`src/rtl/hazard_scoreboard.sv`:
```
// Decode-side data-hazard scoreboard: per-register countdown until an in-flight result
// is forwardable, plus a privileged issue block after control-flag writes.
module hazard_scoreboard #(
    parameter int REGTAG_SIZE    = 4,
    parameter int NUM_READ_PORTS = 4,
    parameter int MAX_LATENCY    = 7,
    parameter int CTRL_LATENCY   = 2,
    localparam int NUM_REGS      = 2**REGTAG_SIZE,
    localparam int LAT_W         = $clog2(MAX_LATENCY + 1),
    localparam int CTRL_W        = $clog2(CTRL_LATENCY + 1)
) (
    input  logic                                       clk,
    input  logic                                       reset,
    input  logic [NUM_READ_PORTS-1:0][REGTAG_SIZE-1:0] readRegTag,
    input  logic [NUM_READ_PORTS-1:0]                  readEnable,
    input  logic                                       issueValid,
    input  logic                                       issueWritesReg,
    input  logic [REGTAG_SIZE-1:0]                     issueRegTag,
    input  logic [LAT_W-1:0]                           issueLatency,
    input  logic                                       issueSetsControlFlags,
    input  logic                                       privilegeLevel,
    input  logic                                       freeze,
    input  logic                                       flush,
    output logic                                       stall,
    output logic [NUM_READ_PORTS-1:0]                  hazardPort,
    output logic [NUM_REGS-1:0]                        pendingMask
);

    localparam logic [LAT_W-1:0]  MAX_LAT  = LAT_W'(MAX_LATENCY);
    localparam logic [CTRL_W-1:0] CTRL_LAT = CTRL_W'(CTRL_LATENCY);

    logic [NUM_REGS-1:0][LAT_W-1:0] counter_q;
    logic [NUM_REGS-1:0][LAT_W-1:0] counter_d;
    logic [CTRL_W-1:0]              ctrl_q;
    logic [CTRL_W-1:0]              ctrl_d;
    logic                           ctrl_hazard;
    logic                           accept;
    logic [LAT_W-1:0]               clamped_lat;

    always_comb begin
        // NOTE: every combinational output gets a default first, so no path can infer a latch.
        hazardPort  = '0;
        pendingMask = '0;
        for (int i = 0; i < NUM_READ_PORTS; i++) begin
            hazardPort[i] = readEnable[i] && (counter_q[readRegTag[i]] != '0);
        end
        for (int r = 0; r < NUM_REGS; r++) begin
            pendingMask[r] = (counter_q[r] != '0);
        end
    end

    assign ctrl_hazard = privilegeLevel && (ctrl_q != '0);
    assign stall       = freeze || (issueValid && ((|hazardPort) || ctrl_hazard));
    assign accept      = issueValid && !stall && !flush;
    assign clamped_lat = (issueLatency > MAX_LAT) ? MAX_LAT : issueLatency;

    always_comb begin
        counter_d = counter_q;
        ctrl_d    = ctrl_q;
        if (!freeze) begin
            for (int r = 0; r < NUM_REGS; r++) begin
                counter_d[r] = (counter_q[r] != '0) ? counter_q[r] - 1'b1 : '0;
                // Max rule: a younger short-latency writer never shortens an older entry.
                if (accept && issueWritesReg && (issueRegTag == REGTAG_SIZE'(r))
                    && (clamped_lat > counter_d[r])) begin
                    counter_d[r] = clamped_lat;
                end
            end
            if (accept && issueSetsControlFlags) begin
                ctrl_d = CTRL_LAT;
            end else if (ctrl_q != '0) begin
                ctrl_d = ctrl_q - 1'b1;
            end
        end
    end

    always_ff @(posedge clk) begin
        // NOTE: sequential state uses non-blocking assignments so all registers sample pre-edge values.
        if (reset) begin
            // NOTE: the counter array is control state, not a data RAM, so it must be reset.
            counter_q <= '0;
            ctrl_q    <= '0;
        end else begin
            counter_q <= counter_d;
            ctrl_q    <= ctrl_d;
        end
    end

endmodule

```
`config.mk`:
```
export PLATFORM = sky130hd
export DESIGN_NAME = hazard_scoreboard
export DESIGN_NICKNAME = d
export VERILOG_FILES = /design/src/rtl/hazard_scoreboard.sv
export SDC_FILE = /design/constraint.sdc
export NUM_CORES = 1
export LEC_CHECK = 0
export ABC_AREA = 1
export CAP_MARGIN = 20
export CORE_UTILIZATION = 50
export DETAILED_ROUTE_END_ITERATION = 8
export GPL_TIMING_DRIVEN = 0
export PLACE_DENSITY = 0.71
export SYNTH_ARGS = -nofsm -noshare
export SYNTH_HDL_FRONTEND = slang
export SYNTH_SLANG_ARGS = --single-unit
```
`constraint.sdc`:
```
create_clock -name clk -period 3.85 [get_ports clk]
set_input_delay 0.77 -clock clk [delete_from_list [all_inputs] [get_ports clk]]
set_output_delay 0.77 -clock clk [all_outputs]
set_load 0.005 [all_outputs]
```
### Signal wires on met1

Cells faint in the background.
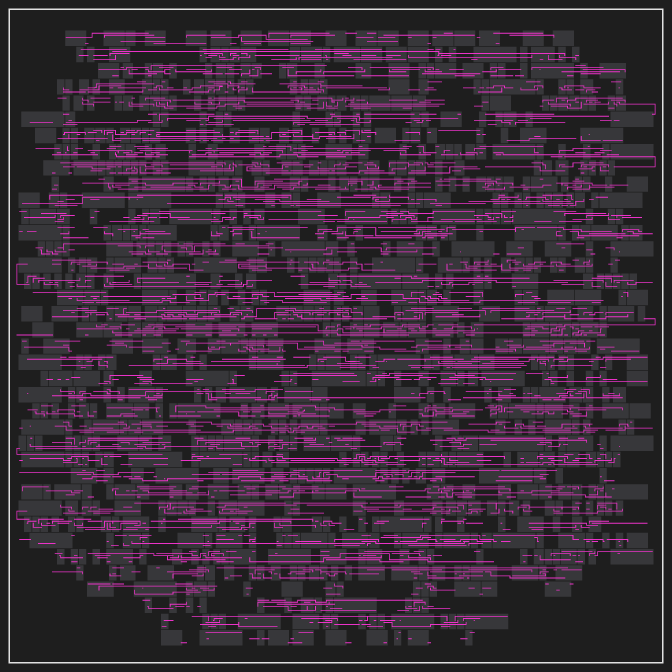
wire length on this layer: 8130 µm
longest straight run: 58.9 µm

### Met2 routing

Scale bar: 20 µm.
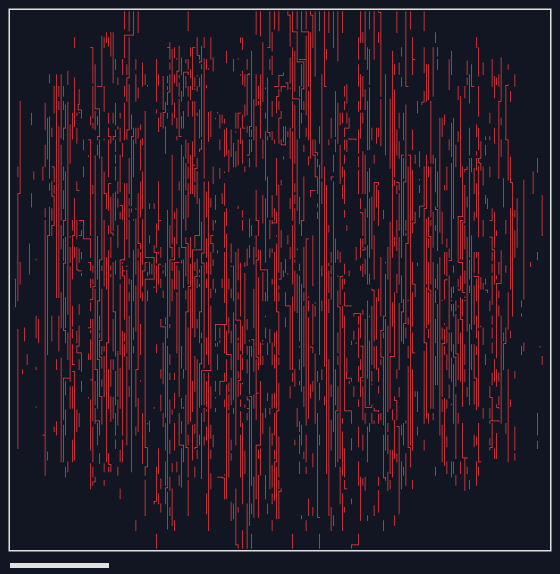
wire length on this layer: 8030 µm
main direction: vertical
longest straight run: 58.8 µm
nets with wire on the layer: 850
share of all routed wire: 45%

==> results.sh <==
# implementation run metrics
export IMPL_die_w_um=109.5
export IMPL_cts_tree="done"
export IMPL_pwr_share_comb_pct=38.5
export IMPL_ys_cells=953
export IMPL_dr_pass1_iters=5
export IMPL_worstHoldEndpoint="ctrl_q[1]"
export IMPL_diodes=0
export IMPL_cts_setup_buffers=0
export IMPL_p_sw_uw=681.0
export IMPL_grt_usage_pct=30.88
export IMPL_status="completed"
export IMPL_drt_first_iter_violations=579
export IMPL_most_common_cell="nand2_1"
export IMPL_utilization_pct=61.07
export IMPL_fin_skew_ns=0.008405
export IMPL_worst_r2r_cell_count=13
export IMPL_grt_max_degree=17
export IMPL_gr_usage_met1_pct=40.41
export IMPL_rr_endpoint="counter_q[35]"
export IMPL_dpl_cell_area_mm2=0.006451
export IMPL_worstPathMaxFanout=7
export IMPL_path_delay_family="buffers and inverters"
export IMPL_ys_ff=50
export IMPL_postCtsHoldBufs=0
export IMPL_cts_max_level=2
export IMPL_yosysWarnings=0
export IMPL_wl_met1_mm=8.130
export IMPL_layout_top_cell="nand2_1"
export IMPL_grt_pass1_wl_mm=28.05
export IMPL_hold_class="reg -> reg"
export IMPL_fin_ws_ns=0.1501
export IMPL_root_buffer="clkbuf_16"
export IMPL_p_per_area_mw_per_mm2=272.3
export IMPL_areaGrowthSynthToFinish_pct=16.64
export IMPL_placed_cells=1143
export IMPL_setup_viol=0
export IMPL_min_from="ctrl_q[1]"
export IMPL_edf_count=0
export IMPL_yosys_area_mm2=0.005776
export IMPL_fin_nets=1137
export IMPL_fp_utilization_pct=52.36
export IMPL_port_buffers=50
export IMPL_ir_drop_mv=0.2356
export IMPL_use_met2_pct=51.26
export IMPL_comb_power_uw=705
export IMPL_met2_length_mm=8.032
export IMPL_pg_seq_uw=589
export IMPL_netlist_top_cell_by_area="ha_1"
export IMPL_worst_path_most_repeated_cell="nand2_1"
export IMPL_postLayoutCellArea_mm2=0.006736
export IMPL_whs_ns=0.4891
export IMPL_path_clk_slew_ns=0.07
export IMPL_warning_count=58
export IMPL_rrSetupSlack_ns=0.84
export IMPL_path_cells="clkdlybuf4s50_1, inv_2, nand3_1, nand2_1, nand2_1, nand2_1, o21ai_1, nor2_1, nor2_2, nor2_4, nand2_1, nand2_1, nand2_1, clkdlybuf4s50_1"
export IMPL_start_kind="input port"
export IMPL_drtAntennaViolNets=0
export IMPL_die_area_mm2=0.01198
export IMPL_synth_distinct_cells=26
export IMPL_grt_busiest_layer="met2"
export IMPL_async_reset_ff_share_pct=0
### The metal 3 layer

Scale bar: 20 µm.
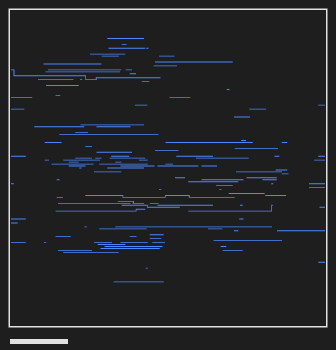
main direction: horizontal
wire length on this layer: 1190 µm
Vias: 6290
drt total wl: 17.82 mm

### The metal 4 layer

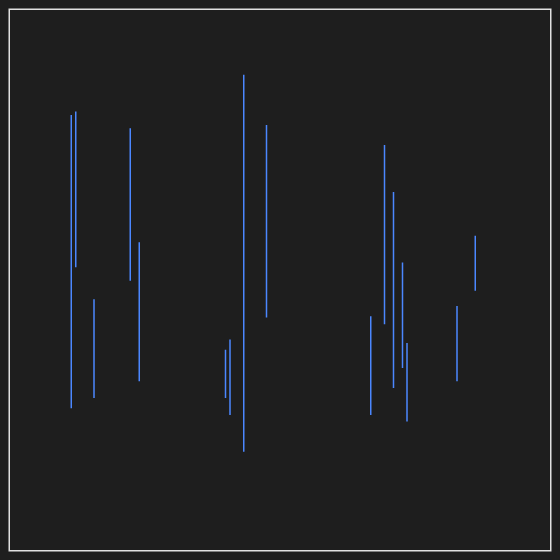
wire length on this layer: 466 µm
share of all routed wire: 2.6%
main direction: vertical

[registers in the layout, indices dropped and copies added (netlist names)]
name       flops
counter_q     48
ctrl_q         2
[area by class of cell]
type,instances,area (µm²),share of cell area [%]
multi-input combinational,687,3935,58.41
sequential,50,1001,14.86
inverter,176,664.4,9.863
timing repair buffer,61,593.1,8.804
buffer,40,198.9,2.953
tap,140,175.2,2.600
clock buffer,6,138.9,2.062
clock inverter,1,30.03,0.4458
[kinds of logic after synthesis]
| kind of cell | after synthesis | synth area share (%) |
|---|---|---|
| adders and majority gates | 81 | 17.55 |
| AOI/OAI and AO/OA | 80 | 8.405 |
| DFF | 50 | 17.33 |
| buffers and inverters | 216 | 14.71 |
| and+or+nand+nor | 526 | 42.01 |
